Design mem_bus_arbiter_flat, sky130hd; sources not shown.
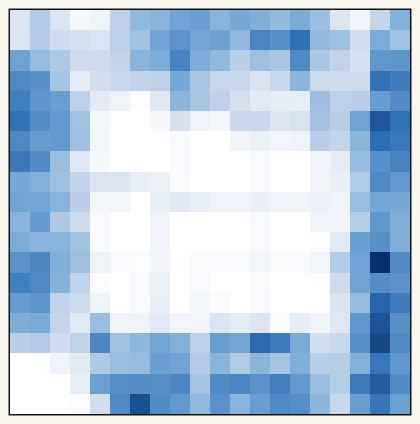
(wire density map)
(2 px per µm) 20 x 20 tiles, from white (low) to dark blue (high), scaled to the fullest tile. Values are wire area over tile area, all layers added.
- fullest tile: 0.46
- nearly empty tiles: 16%
- emptiest ninth of the die: center
- tiles over half the peak: 26%
- densest ninth of the die: south-east
routed len/inst: 19.1 µm
total global-route track usage: 15.8%

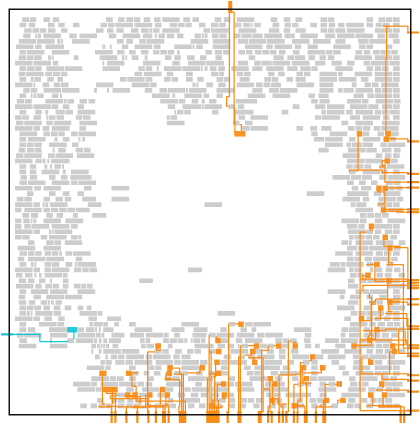
(I/O nets highlighted)
(2 px per µm)
- orange: address (bits 64; direction input; end cells 64; buffers 64; wire 2080 µm)
- cyan: if_request (bits 1; direction input; end cells 1; buffers 1; wire 36.6 µm)
number of buffer cells added on primary ports: 503
top-level I/O count: 506

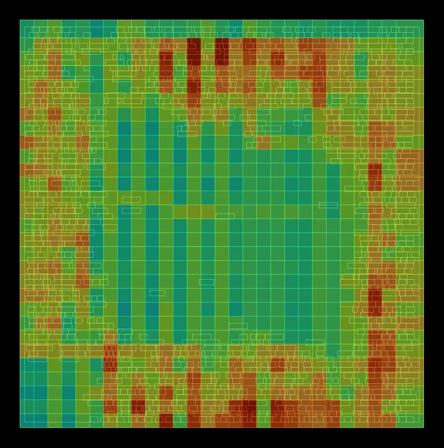
(track usage over the die)
met2 usage: 27.4%
met1 GRT Util: 18.1%
busiest grt layer: met2
met3 usage in global routing: 5.84%
final core utilization: 44.2%

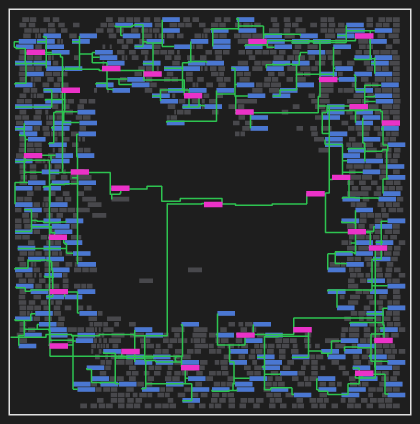
(routed clock nets over the placement)
(2 px per µm)
- magenta: clock-net drivers (count 28)
- blue: flip-flops (count 239)
- green: clock wires (length 3420 µm)
- routed clock nets: 29
- flops lie: spread over the die
Clk. pwr: 4.73 mW
clock share of power: 19.6%
Insertion Delay late pin: 540 ps

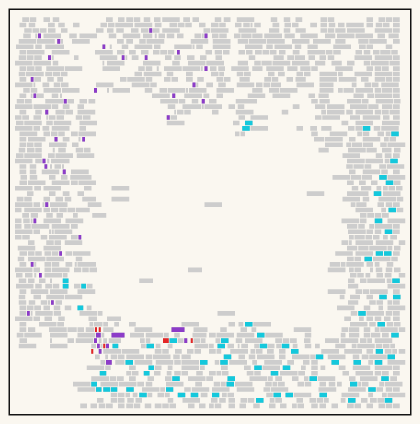
(selected gate families)
(2 px per µm)
- purple: aoi and oai cells (cells 41; most used a21oi_1)
- cyan: non-inverting ao/oa cells (cells 73; most used o221a_2)
- red: inv cells (cells 6; most used inv_1; where south-west)
Layout Cells excl Fill: 1744
dominant logic cell type in the layout: clkdlybuf4s50_1

==> metrics.yaml <==
setup_path:
  slowest_delay_ps: 540
  setup.worst_path.end_class: "output pin"
  r2r_cells: 6
  worst-path-buf-inv: 1
  crit_family: "buffers and inverters"
  critical_path_depth: 1
  worst-endpoint-required_ps: 1560
  critical_path_peak_fanout: 2
  critical_path.cell_chain: "clkdlybuf4s50_1"
  arrival_ps: 1490
  r2r_setup_slack_ps: 140
detailed_routing:
  dr.max_layer_used: "met4"
  drtPass1Iterations: 7
  vias_per_cell: 4.52
  detailed_route_wl_mm: 33.3
  via_count: 7877
  antenna_left: 0
  met2WireLength_mm: 16.1
  routedLengthMet1_mm: 12.8
  drc_errors: 0
  detailroute.wirelength.met3_mm: 3.48
hold_path:
  holdCritPathClass: "in2async"
timing:
  timing.slew.headroom_pct: 57.9
  maximum_achievable_frequency_mhz: 470
  final-hold-violation-count: 0
  setup_slack_ps: 73.1
  setup-tns-final_ps: 0
  period_used_pct: 96.7
  slew_violations: 0
floorplanning:
  taps: 518
  die_width_um: 200
  die_height_um: 202
  core_area_um2: 38300
  placement_rows: 72
synth:
  synth.top_cells.by_count: "236 x dfrtp_1, 69 x mux2_2, 61 x nand3b_1"
  fa_ha_area_share_pct: 0.489
  yosys.stat.chipArea_um2: 10200
  synth_top_area_share_pct: 57.7
  synthArstFlopShare_pct: 100
  synth-xor-area-share_pct: 0
  simple_gate_share_pct: 6.75
  synthesis.yosys.warnings: 0
  post_synth_mux_area_share_pct: 19.5
  synth_area_um2: 10200
  yosysSeqAreaShare_pct: 58.5
  avgSynthCellArea_um2: 15.0
  synth_nets: 957
  synthMostInstantiatedCell: "dfrtp_1"
cts:
  post_cts.resized_instances: 5
  clock_sinks: 239
  number_of_buffers_created_by_cts: 28
  clockRootBuffer: "clkbuf_16"
layout:
  area.share.combinational_pct: 22.3
  largest_cell_class: "registers"
  num-clock-buffers: 41
  final_layout_top_logic_cells: "497 x clkdlybuf4s50_1, 235 x dfrtp_1, 69 x mux2_2"
  seq_area_share_pct: 35.4
  multiInputCombCellCount: 385
  fill_cells: 3487
  multi_input_comb_area_um2: 3780
  clk_share_pct: 5.53
  share_of_layout_cells_above_drive_strength_1_pct: 22.5
  flops: 239
  n_antenna_cell: 1
  syn_to_final_growth_pct: 65.4
power_and_ir_drop:
  cellInternalPower_mw: 17.1
  power_combinational_mw: 11.5
  power_density_over_cell_area_nw_per_um2: 1430
  combinationalPowerShare_pct: 47.8
  worst_ir_drop_vdd_v: 0.000755
  seq_power_mw: 7.89
global_route:
  remaining_global_route_overflow: 0
  grt_antenna_before_repair: 1
  grt_pass1_wl_mm: 50.0
placed_design:
  setup_ws_pre_cts_ps: -137
  placed_cells: 1695
flow_run:
  number_of_logged_tool_warnings: 31
outcome:
  run_status: "finished clean"
Power figures rest on the tool's default switching activity, not on a simulated workload.
